--- src/rtl/pe_context_sequencer_pkg.sv ---
// Shared types, field layout and defaults for the processing-element context sequencer.
package pe_context_sequencer_pkg;

    localparam int unsigned CTX_DEPTH_DEF = 16;
    localparam int unsigned CTX_WIDTH_DEF = 16;
    localparam int unsigned ADDR_W        = 4;
    localparam int unsigned II_W          = 5;
    localparam int unsigned ITER_W        = 16;
    localparam int unsigned OP_W          = 6;
    localparam int unsigned SEL_W         = 2;

    // Context word layout; bits above FIELD_W-1 are reserved.
    localparam int unsigned FIELD_W  = 12;
    localparam int unsigned OP_LSB   = 0;
    localparam int unsigned LHS_LSB  = 6;
    localparam int unsigned RHS_LSB  = 8;
    localparam int unsigned PRED_BIT = 10;
    localparam int unsigned OUT_BIT  = 11;

    localparam logic [OP_W-1:0] ALU_NOP = 6'b000000;

    typedef enum logic [1:0] {
        ST_IDLE = 2'd0,
        ST_RUN  = 2'd1,
        ST_DONE = 2'd2
    } state_t;

    typedef struct packed {
        logic [OP_W-1:0]  op;
        logic [SEL_W-1:0] lhs_sel;
        logic [SEL_W-1:0] rhs_sel;
        logic             pred_en;
        logic             out_en;
    } ctx_t;

    localparam ctx_t CTX_IDLE = '{op: ALU_NOP, lhs_sel: '0, rhs_sel: '0, pred_en: 1'b0, out_en: 1'b0};

    function automatic ctx_t decode_ctx(input logic [FIELD_W-1:0] w);
        ctx_t c;
        c.op      = w[OP_LSB +: OP_W];
        c.lhs_sel = w[LHS_LSB +: SEL_W];
        c.rhs_sel = w[RHS_LSB +: SEL_W];
        c.pred_en = w[PRED_BIT];
        c.out_en  = w[OUT_BIT];
        return c;
    endfunction

endpackage

--- src/rtl/pe_context_mem.sv ---
// Context store: one synchronous write port, one combinational read port; never cleared.
module pe_context_mem
    import pe_context_sequencer_pkg::*;
#(
    parameter int unsigned DEPTH = CTX_DEPTH_DEF,
    parameter int unsigned WIDTH = CTX_WIDTH_DEF
) (
    input  logic              clk,
    input  logic              we,
    input  logic [ADDR_W-1:0] waddr,
    input  logic [WIDTH-1:0]  wdata,
    input  logic [ADDR_W-1:0] raddr,
    output logic [WIDTH-1:0]  rdata
);

    logic [WIDTH-1:0] mem [DEPTH];

    always_ff @(posedge clk) begin
        if (we) begin
            mem[waddr] <= wdata;
        end
    end

    assign rdata = mem[raddr];

endmodule

--- src/rtl/pe_context_sequencer.sv ---
// Issues stored contexts to the PE ALU in a modulo-ii loop for a programmed iteration count.
module pe_context_sequencer
    import pe_context_sequencer_pkg::*;
#(
    parameter int unsigned CTX_DEPTH = CTX_DEPTH_DEF,
    parameter int unsigned CTX_WIDTH = CTX_WIDTH_DEF
) (
    input  logic                 clk,
    input  logic                 reset,
    input  logic                 cfg_we,
    input  logic [ADDR_W-1:0]    cfg_addr,
    input  logic [CTX_WIDTH-1:0] cfg_data,
    input  logic                 start,
    input  logic [II_W-1:0]      ii,
    input  logic [ITER_W-1:0]    iter_count,
    input  logic                 stall,
    input  logic                 abort,
    output logic [OP_W-1:0]      alu_operation,
    output logic [SEL_W-1:0]     lhs_sel,
    output logic [SEL_W-1:0]     rhs_sel,
    output logic                 pred_en,
    output logic                 out_en,
    output logic                 ctx_valid,
    output logic [ADDR_W-1:0]    pc,
    output logic                 busy,
    output logic                 done,
    output logic                 cfg_err
);

    state_t               state_q, state_d;
    logic [II_W-1:0]      ii_q;
    logic [ITER_W-1:0]    iter_lim_q, iter_cnt_q, iter_cnt_d;
    logic [ADDR_W-1:0]    pc_d;
    logic [CTX_WIDTH-1:0] rd_data;
    ctx_t                 ctx_rd_c, ctx_q, ctx_d;
    logic                 valid_d, busy_d, done_d, cfg_err_d;
    logic                 start_ok_c, launch_c, advance_c, last_c, finish_c, mem_we_c;
    logic                 unused_rd_c;

    assign start_ok_c  = start && (ii != '0) && (32'(ii) <= CTX_DEPTH);
    assign launch_c    = (state_q != ST_RUN) && !abort && start_ok_c;
    assign advance_c   = (state_q == ST_RUN) && !abort && !stall;
    assign last_c      = ({1'b0, pc} == ii_q - II_W'(1));
    assign finish_c    = advance_c && last_c && (iter_lim_q != '0)
                         && (iter_cnt_q == iter_lim_q - ITER_W'(1));
    assign mem_we_c    = cfg_we && (state_q != ST_RUN);
    assign ctx_rd_c    = decode_ctx(rd_data[FIELD_W-1:0]);
    assign unused_rd_c = ^rd_data[CTX_WIDTH-1:FIELD_W];

    // Read address is the pc of the next cycle so the issued fields can be registered.
    pe_context_mem #(
        .DEPTH (CTX_DEPTH),
        .WIDTH (CTX_WIDTH)
    ) u_mem (
        .clk   (clk),
        .we    (mem_we_c),
        .waddr (cfg_addr),
        .wdata (cfg_data),
        .raddr (pc_d),
        .rdata (rd_data)
    );

    always_ff @(posedge clk) begin
        if (reset) begin
            state_q <= ST_IDLE;
        end else begin
            state_q <= state_d;
        end
    end

    always_comb begin
        state_d = state_q;
        case (state_q)
            ST_IDLE: if (launch_c) state_d = ST_RUN;
            ST_RUN: begin
                if (abort) begin
                    state_d = ST_IDLE;
                end else if (finish_c) begin
                    state_d = ST_DONE;
                end
            end
            ST_DONE: state_d = launch_c ? ST_RUN : ST_IDLE;
            default: state_d = ST_IDLE;
        endcase
    end

    // Next values of pc, iteration counter and every registered output.
    always_comb begin
        pc_d       = '0;
        iter_cnt_d = iter_cnt_q;
        ctx_d      = CTX_IDLE;
        valid_d    = 1'b0;
        busy_d     = (state_d == ST_RUN);
        done_d     = (state_d == ST_DONE);
        cfg_err_d  = (cfg_we && (state_q == ST_RUN))
                     || (start && !start_ok_c && (state_q != ST_RUN) && !abort);
        if (launch_c) begin
            iter_cnt_d = '0;
            ctx_d      = ctx_rd_c;
            valid_d    = 1'b1;
        end else if (state_d == ST_RUN) begin
            if (advance_c) begin
                pc_d    = last_c ? '0 : pc + ADDR_W'(1);
                ctx_d   = ctx_rd_c;
                valid_d = 1'b1;
                if (last_c) begin
                    iter_cnt_d = iter_cnt_q + ITER_W'(1);
                end
            end else begin
                pc_d  = pc;
                ctx_d = ctx_q;
            end
        end
    end

    always_ff @(posedge clk) begin
        if (reset) begin
            pc         <= '0;
            iter_cnt_q <= '0;
            ii_q       <= '0;
            iter_lim_q <= '0;
            ctx_q      <= CTX_IDLE;
            ctx_valid  <= 1'b0;
            busy       <= 1'b0;
            done       <= 1'b0;
            cfg_err    <= 1'b0;
        end else begin
            pc         <= pc_d;
            iter_cnt_q <= iter_cnt_d;
            ctx_q      <= ctx_d;
            ctx_valid  <= valid_d;
            busy       <= busy_d;
            done       <= done_d;
            cfg_err    <= cfg_err_d;
            if (launch_c) begin
                ii_q       <= ii;
                iter_lim_q <= iter_count;
            end
        end
    end

    assign alu_operation = ctx_q.op;
    assign lhs_sel       = ctx_q.lhs_sel;
    assign rhs_sel       = ctx_q.rhs_sel;
    assign pred_en       = ctx_q.pred_en;
    assign out_en        = ctx_q.out_en;

endmodule

--- config.mk ---
export PLATFORM = sky130hd
export DESIGN_NAME = pe_context_sequencer
export DESIGN_NICKNAME = d
export VERILOG_FILES = /design/src/rtl/pe_context_sequencer_pkg.sv /design/src/rtl/pe_context_mem.sv /design/src/rtl/pe_context_sequencer.sv
export SDC_FILE = /design/constraint.sdc
export NUM_CORES = 1
export LEC_CHECK = 0
export ABC_AREA = 1
export CORE_ASPECT_RATIO = 2
export CORE_MARGIN = 4
export CORE_UTILIZATION = 50
export CTS_BUF_LIST = sky130_fd_sc_hd__clkbuf_8
export DETAILED_ROUTE_END_ITERATION = 7
export GPL_TIMING_DRIVEN = 0
export HOLD_SLACK_MARGIN = 0.06
export PLACE_DENSITY = 0.78
export SETUP_SLACK_MARGIN = 0.02
export SYNTH_ARGS = -nofsm -noshare
export SYNTH_HDL_FRONTEND = slang
export SYNTH_HIERARCHICAL = 1
export SYNTH_SLANG_ARGS = --single-unit
--- constraint.sdc ---
create_clock -name clk -period 5.1 [get_ports clk]
set_input_delay 1.02 -clock clk [delete_from_list [all_inputs] [get_ports clk]]
set_output_delay 1.02 -clock clk [all_outputs]
set_load 0.05 [all_outputs]
==> images/met1.png <==
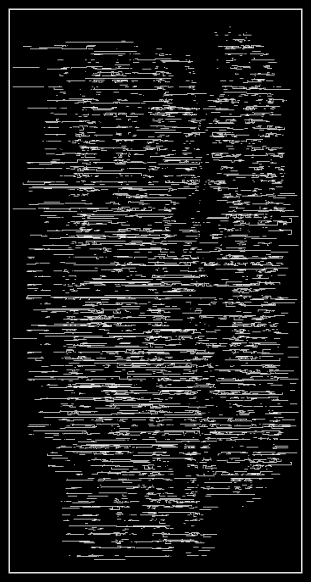
share of all routed wire: 33%
nets with wire on the layer: 1404

==> images/met2.png <==
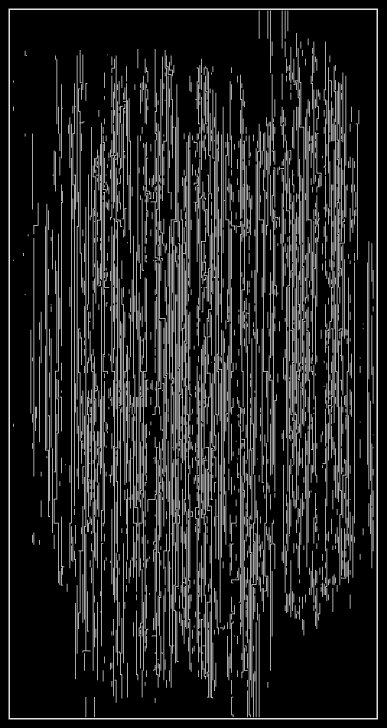
share of all routed wire: 55%
main direction: vertical
wire length on this layer: 18100 microns

==> run summary <==
run results: Rows=79, total global routing overflow=0, worst vdd ir=0.2058 mV, Tmin final=3851 ps, Synth Cell Area=11830 sq um, die area=26330 sq um, routed vias/inst=5.265, Least-Margin Pin Slew=1339 ps, ANT nets after route=0, # resized after CTS=0, CP delay by family, top=simple AND/OR/NAND/NOR gates, FMAX=259.7 MHz, yosys warns=6, GRT Overall Usage=between 20 and 30%, setup TNS=0 ps, # clock sinks=251, CTS buffer count=38, CTS tree=built, die height=~230 microns, WP data required=5560 ps, filler instances=2005, number of port buffers=62, synthesized net count=1387, die span in x=roughly 120 microns, clock latency on the worst-skew pair=560 ps, Final GP Congestion=just over 1, Worst-path clk slew=approximately 70 ps, post-cts hold-fix buffer tally=0, Final Hold Viols=0, most numerous logic cells after layout=384 x nand2_1, 211 x inv_1, 196 x nand3_1, Remaining DRCs=0, most used cell, CP=nand3_1, syn avg cell area=8.854 sq um, PwrDens=about 310 nW/um^2, synth-to-layout area growth=14.97%, slowest cell on the critical path=buf_1, largest net degree at the start of global routing=17, Synth Instances=1336, Worst EP arrival=between 4000 and 5000 ps, DR WL/cell=18.65 microns, Hold Crit Class=flop to flop, status=complete, no violations, Post-CTS Setup Bufs=0, Leak=between 5 and 6 nW, Bufs on Longest Clock Path=3, commonest non-fill, non-tap cell in the layout=nand2_1, Buf/Inv on CP=5, Antenna Cells=0, Initial Util=50.71%, element type at the critical path end=flop
==> images/met3.png <==
Scale bar: 20 microns. Cells faint in the background.
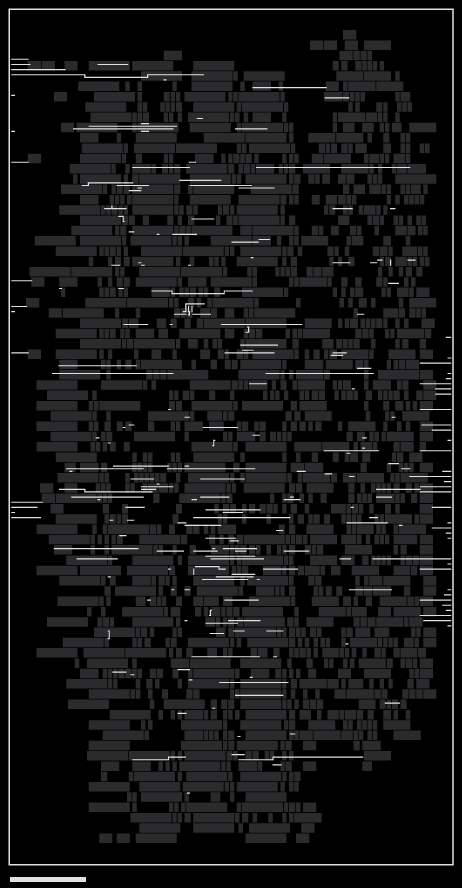
longest straight run: 40.5 microns
main direction: horizontal
wire length on this layer: 1350 microns
share of all routed wire: 4.1%
nets with wire on the layer: 145

==> images/met4.png <==
Scale bar: 20 microns.
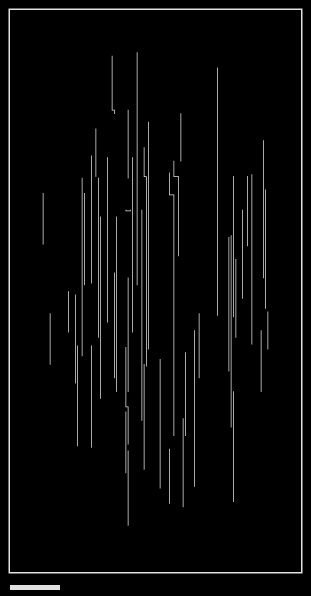
longest straight run: 99.3 microns
wire length on this layer: 2360 microns
main direction: vertical

worst min-delay path, cell delays in order, from the launching register on:
cell	delay, ps
dfxtp_1	320
nand3_1	80
nand2_1	40
layer usage:
layer	global-route usage (%)	share of wire (%)
met5	0	0
met4	17.26	7.2
met3	3.225	4.1
met1	23.30	33
met2	47.86	55
state kept, by name, indices dropped and copies added, names as in the netlist, 4 cells and up:
signal	cells
iter_cnt_q	16
ii_q	5
pc	4
iter_lim_q	16
alu_operation	6
u_mem/mem	192
cell type report:
cell class | count | area, sq um | area share, %
repair buffers | 62 | 620.6 | 4.563
clock inverters | 29 | 245.2 | 1.803
plain buffers | 64 | 380.4 | 2.797
multi-input cells | 810 | 3710 | 27.28
well taps | 283 | 354.1 | 2.604
clock buffers | 40 | 550.5 | 4.048
flip-flops and latches | 251 | 6947 | 51.08
inverters | 211 | 792.0 | 5.824
path summary, 6_finish.rpt:
check	from	to	depth (start not counted)
setup / recovery	abort	lhs_sel[0]$_SDFFE_PP0P_	16
hold / removal	lhs_sel[0]$_SDFFE_PP0P_	lhs_sel[0]$_SDFFE_PP0P_	2
setup reg to reg	iter_lim_q[0]$_SDFFE_PP0P_	lhs_sel[0]$_SDFFE_PP0P_	21
hold reg to reg	lhs_sel[0]$_SDFFE_PP0P_	lhs_sel[0]$_SDFFE_PP0P_	2
where the power goes:
part | internal (mW) | switching, mW
Combinational | 0.0958 | 0.184
Clock | 0.943 | 0.783
Sequential | 2.23 | 0.0150
Total | 3.27 | 0.982
per-stage QoR:
stage               total power [mW]  setup slack [ps]  hold WS, ps  instance area (sq um)
floorplan                      2.450              2127        444.0                  11830
global placement               2.563             780.3        475.1                  12800
detailed placement             2.569             751.6        473.5                  12800
CTS                            4.288              1305        484.0                  13600
global route                   4.421             971.7        512.6                  13600
finish                         4.252              1249        477.7                  13600
Power and IR drop assume default switching activity.
